### src/rtl/collision_scan_sequencer.sv
// Sequential platform landing check: walks the platform table once per frame through a
// registered read port and reports the highest-index platform the doodle lands on.
module collision_scan_sequencer #(
  parameter int N_PLAT     = 93,
  parameter int IDX_W      = 7,
  parameter int DOODLE_H   = 80,
  parameter int Y_TOL      = 30,
  parameter int X_LO       = 61,
  parameter int X_HI       = 80,
  parameter int GROUND_RST = 767
) (
  input  logic                    clk,
  input  logic                    rst,
  input  logic                    frame_tick,
  input  logic [10:0]             doodle_x,
  input  logic [9:0]              doodle_y,
  output logic                    rd_en,
  output logic [IDX_W-1:0]        rd_idx,
  input  logic signed [10:0]      rd_y,
  input  logic signed [10:0]      rd_x,
  input  logic                    rd_active,
  output logic                    busy,
  output logic                    scan_done,
  output logic                    hit,
  output logic [9:0]              ground_y,
  output logic signed [10:0]      ground_x,
  output logic [IDX_W-1:0]        ground_id
);

  typedef enum logic [1:0] {IDLE, READ, DRAIN, DONE} state_t;

  localparam logic [IDX_W-1:0]   LAST_IDX = IDX_W'(N_PLAT - 1);
  localparam logic signed [12:0] H_S      = 13'(DOODLE_H);
  localparam logic signed [12:0] TOL_S    = 13'(Y_TOL);
  localparam logic signed [12:0] XLO_S    = 13'(X_LO);
  localparam logic signed [12:0] XHI_S    = 13'(X_HI);

  state_t state, state_nxt;

  logic [10:0]             dx;
  logic [9:0]              dy, y_prev;
  logic                    falling;
  logic                    vld;
  logic [IDX_W-1:0]        idx_q;
  logic                    best_valid;
  logic [9:0]              best_y;
  logic signed [10:0]      best_x;
  logic [IDX_W-1:0]        best_id;

  logic signed [10:0]      dy_delta;
  logic signed [12:0]      dx_s, feet, py, px;
  logic                    match;
  logic                    fin_valid;
  logic [9:0]              fin_y;
  logic signed [10:0]      fin_x;
  logic [IDX_W-1:0]        fin_id;

  always_ff @(posedge clk) begin
    if (rst) state <= IDLE;
    else     state <= state_nxt;
  end

  // NOTE: every always_comb output gets a default first so no path can infer a latch.
  always_comb begin
    state_nxt = state;
    case (state)
      IDLE:    if (frame_tick) state_nxt = READ;
      READ:    if (rd_idx == LAST_IDX) state_nxt = DRAIN;
      DRAIN:   state_nxt = DONE;
      DONE:    state_nxt = IDLE;
      default: state_nxt = IDLE;
    endcase
  end

  assign busy = (state != IDLE);

  // Landing rule evaluated in 13-bit signed so negative platform coordinates compare correctly.
  always_comb begin
    dy_delta = 11'(doodle_y) - 11'(y_prev);
    dx_s     = {2'b00, dx};
    feet     = {3'b000, dy} + H_S;
    py       = {{2{rd_y[10]}}, rd_y};
    px       = {{2{rd_x[10]}}, rd_x};
    match    = vld && rd_active && falling &&
               (py <= feet) && (feet <= py + TOL_S) &&
               (px - XLO_S <= dx_s) && (dx_s <= px + XHI_S);
    fin_valid = best_valid | match;
    fin_y     = match ? rd_y[9:0] : best_y;
    fin_x     = match ? rd_x      : best_x;
    fin_id    = match ? idx_q     : best_id;
  end

  always_ff @(posedge clk) begin
    if (rst) begin
      rd_en      <= 1'b0;
      rd_idx     <= '0;
      vld        <= 1'b0;
      idx_q      <= '0;
      scan_done  <= 1'b0;
      hit        <= 1'b0;
      ground_y   <= 10'(GROUND_RST);
      ground_x   <= '0;
      ground_id  <= '0;
      y_prev     <= doodle_y;
      dx         <= '0;
      dy         <= '0;
      falling    <= 1'b0;
      best_valid <= 1'b0;
      best_y     <= '0;
      best_x     <= '0;
      best_id    <= '0;
    end else begin
      vld        <= rd_en;
      idx_q      <= rd_idx;
      scan_done  <= 1'b0;
      hit        <= 1'b0;
      best_valid <= fin_valid;
      best_y     <= fin_y;
      best_x     <= fin_x;
      best_id    <= fin_id;
      case (state)
        IDLE: if (frame_tick) begin
          dx         <= doodle_x;
          dy         <= doodle_y;
          falling    <= (dy_delta > 11'sd0);
          y_prev     <= doodle_y;
          best_valid <= 1'b0;
          rd_en      <= 1'b1;
          rd_idx     <= '0;
        end
        READ: begin
          if (rd_idx == LAST_IDX) begin
            rd_en  <= 1'b0;
            rd_idx <= '0;
          end else begin
            rd_idx <= rd_idx + IDX_W'(1);
          end
        end
        // The last entry is still being evaluated here, so results come from the merge path.
        DRAIN: begin
          scan_done <= 1'b1;
          hit       <= fin_valid;
          if (fin_valid) begin
            ground_y  <= fin_y;
            ground_x  <= fin_x;
            ground_id <= fin_id;
          end
        end
        default: ;
      endcase
    end
  end

endmodule

### config.mk
export PLATFORM = sky130hd
export DESIGN_NAME = collision_scan_sequencer
export DESIGN_NICKNAME = d
export VERILOG_FILES = /design/src/rtl/collision_scan_sequencer.sv
export SDC_FILE = /design/constraint.sdc
export NUM_CORES = 1
export LEC_CHECK = 0
export ABC_CLOCK_PERIOD_IN_PS = 5730
export CORE_MARGIN = 1
export CORE_UTILIZATION = 55
export CTS_CLUSTER_DIAMETER = 100
export DETAILED_ROUTE_END_ITERATION = 8
export GPL_ROUTABILITY_DRIVEN = 0
export PLACE_DENSITY = 0.88
export SETUP_SLACK_MARGIN = 0.3
export SYNTH_ARGS = -nofsm -noshare
export SYNTH_HDL_FRONTEND = slang
export SYNTH_SLANG_ARGS = --single-unit
### constraint.sdc
create_clock -name clk -period 5.73 [get_ports clk]
set_input_delay 1.719 -clock clk [delete_from_list [all_inputs] [get_ports clk]]
set_output_delay 1.719 -clock clk [all_outputs]
set_load 0.05 [all_outputs]
==> ci_impl_report.md, run 1 <==
## Implementation flow summary

| Metric | Value |
|---|---|
| Status | finished, final reports clean |
| Post-CTS Hold Buffers | 0 |
| Fraction of registers with async set/reset | 0% |
| Number of enable flip-flop cells | 10 |
| Crit. Startpoint | rd_x[1] |
| Pin count of the biggest net entering global routing | 72 |
| DRT Pass-1 Iters | 7 |
| Crit-path max FO | 29 |
| Mapped Cells | just over 700 |
| Hold Crit Class | register to register |
| Mean Syn Cell Area | 8.892 um2 |
| RSZ-0062 raised after global routing | false |
| Clock Latency Late Sink | ~0.36 ns |
| Critical R2R Launch | dy[4] |
| Final non-clock buffer share | 12.68% |
| Post-CTS Setup Bufs | 0 |
| Die y size | 109.4 um |
| Area leader share | 31.26% |
| Most frequent cells in the layout | 99 x dfxtp_1, 84 x clkdlybuf4s50_1, 74 x inv_1, 68 x nor2_1, 61 x ha_1 |
| Startpoint type of the worst setup path | primary input |
| Worst reg-to-reg path cell count | 12 |
| Share of layout cells above drive strength 1 | 4.288% |
| R2R Path End | ground_y[6] |
| Clk pwr share | a little over a quarter |
| Synth area leader | dfxtp_1 |
| Total power | 2228 uW |
| Post-synthesis chip area from yosys | 6340 um2 |
| Pin slew with the least headroom to its limit | between 1 and 1.5 ns |
| Cell type taking the most area | combinational gates |
| Fill count | 825 |
| Ys flops | 109 |
| Sinks on Clock Net | 109 |
| Met2 usage in global routing | 44.65% |
| Vias in the first global route | 5200 |
| Hold violation count in the final report | 0 |
| Comb area share | 47.66% |
| Min-delay src | ground_id[2] |
| Max cap viols | 0 |
| Inverters | 74 |
| DRC violations left | 0 |
| Post-synth area hogs | dfxtp_1 31%, ha_1 12%, mux2i_1 7.9% |
| Final Slew Violations | 0 |
| Cells after DPL | 916 |
| Pwr dens | 292.9 nW/um2 |
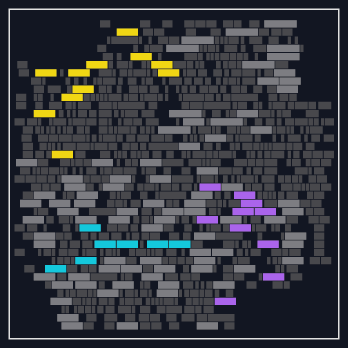
Run 1: where the registers sit
Drawn at 3 px/um.
legend:
  yellow:
    signal: dx
    sequential_cells: 11
    where: upper left
  cyan:
    signal: best_id
    sequential_cells: 7
  purple:
    signal: best_y
    sequential_cells: 10
Seq/total area: 30.00%
Flop area: 2282 um2
sequential cell power: 876 uW
post-layout util: 68.98%

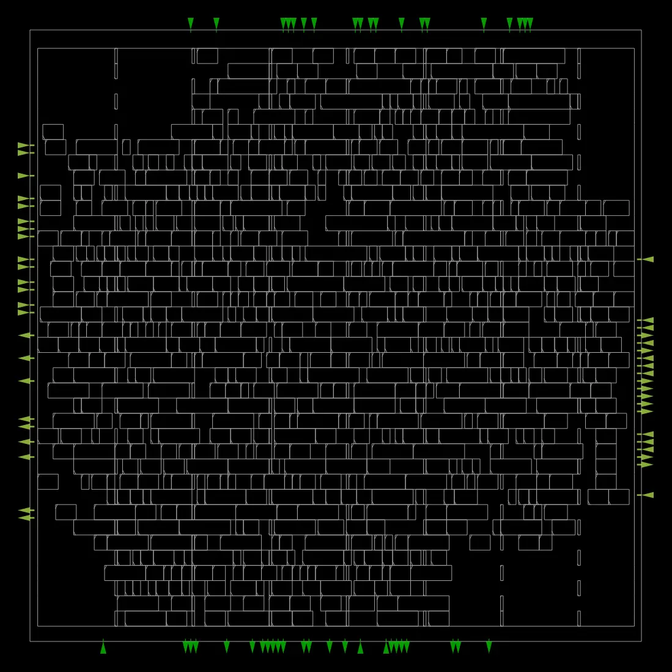
Run 1: cell outlines without signal wires
num rows: 38
Core ar.: 11030 um2
# Taps: 140
Final Non-Filler Cells: 933

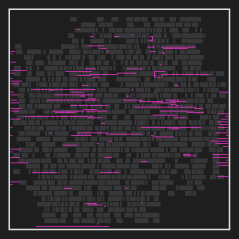
Run 1: the metal 3 layer
Drawn at 2 px/um. Cells faint in the background.
main direction: horizontal
share of all routed wire: 5.4%
nets with wire on the layer: 96
via count: 5425
Routed WL: 15.49 mm
GR Layer Usage met3: 4.386%

==> inputs of run 2 (changes only) <==
Settings changed: CORE_ASPECT_RATIO set to 0.8.
==> run 2 against run 1 <==
  * Routed wire length is 1.1% higher
  * Clock power is 4.6% higher
  * Largest cell class unchanged
  * Critical path type unchanged
  * Combinational power hardly changed
  * Die size hardly changed
  * Largest power group unchanged
  * Clock skew is 0.0016 ns lower
  * Sequential power hardly changed
  * Power is 1.3% higher
  * Cell area is 0.35% higher
  * Hold slack worse by 0.0080 ns
  * Global-route usage is 0.48 points higher
  * Maximum frequency is 0.50% higher
==> ci_impl_report.md, run 2 <==
## Implementation flow summary

| Metric | Value |
|---|---|
| Pin count of the biggest net entering global routing | 72 |
| Die y size | 98.03 um |
| Comb area share | a little under half |
| Pin slew with the least headroom to its limit | 1.187 ns |
| DRC violations left | 0 |
| Final non-clock buffer share | 12.62% |
| Status | finished, final reports clean |
| Startpoint type of the worst setup path | primary input |
| Hold violation count in the final report | 0 |
| Yosys xor share | 4.835% |
| Most frequent cells in the layout | 99 x dfxtp_1, 84 x clkdlybuf4s50_1, 74 x inv_1, 68 x nor2_1, 61 x ha_1 |
| Mean Syn Cell Area | 8.892 um2 |
| Crit. Startpoint | rd_x[4] |
| Worst reg-to-reg path cell count | 13 |
| GR Layer Usage met3 | ~6% |
| Crit-path max FO | 32 |
| Post-CTS Hold Buffers | 0 |
| Inverters | 74 |
| # Taps | 144 |
| Post-CTS Setup Bufs | 0 |
| Final Non-Filler Cells | roughly 940 |
| Flop area | 2282 um2 |
| Fraction of registers with async set/reset | 0% |
| Clock Latency Late Sink | 0.34 ns |
| Sinks on Clock Net | about 110 |
| Min-delay src | ground_x[10] |
| Final Slew Violations | 0 |
| Clk pwr share | 28.2% |
| Max cap viols | 0 |
| Routed WL | 15.65 mm |
| Fill count | 798 |
| Critical R2R Launch | dy[4] |
| Area leader share | 31.26% |
| Ys flops | 109 |
| Vias in the first global route | 5381 |
| Cell type taking the most area | combinational gates |
| Pwr dens | 295.7 nW/um2 |
| Share of layout cells above drive strength 1 | 4.534% |
| Mapped Cells | 713 |
| RSZ-0062 raised after global routing | false |
| Hold Crit Class | register to register |
| Met2 usage in global routing | 44.33% |
| Via count | about 5500 |
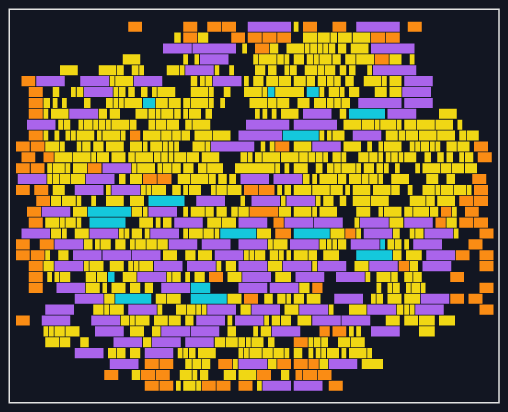
Run 2: cells coloured by class
Drawn at 4 px/um.
legend:
  cyan:
    class: clock drivers and dummy loads
    cells: 16
    share_of_their_area: 4.0%
  yellow:
    class: remaining logic cells
    cells: 571
    share_of_their_area: 52%
  purple:
    class: registers
    cells: 109
    share_of_their_area: 31%
  orange:
    class: remaining buffers and delay cells
    cells: 98
    share_of_their_area: 13%
Seq/total area: 29.89%
post-layout util: 69.03%
num rows: 34
Core ar.: 11060 um2
final instance area: 7635 um2

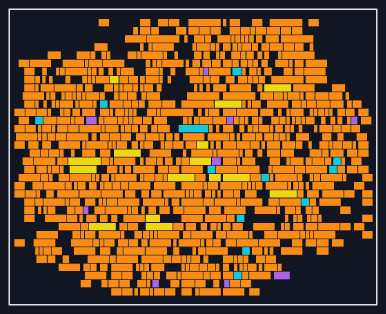
Run 2: drive-strength map
Drawn at 3 px/um.
legend:
  purple:
    size: x2
    cells: 9
  cyan:
    size: x3 and x4
    cells: 12
    most_used: buf_4
  orange:
    size: x1 and smaller
    cells: 758
    most_used: dfxtp_1
  yellow:
    size: x6 and larger
    cells: 15
    most_used: clkbuf_16
Plain + repair buffers: 98
final worst slack: 0.5914 ns
Area growth, synth to finish: 20.43%

No activity file was given, so power comes from the tool's default toggle rates.
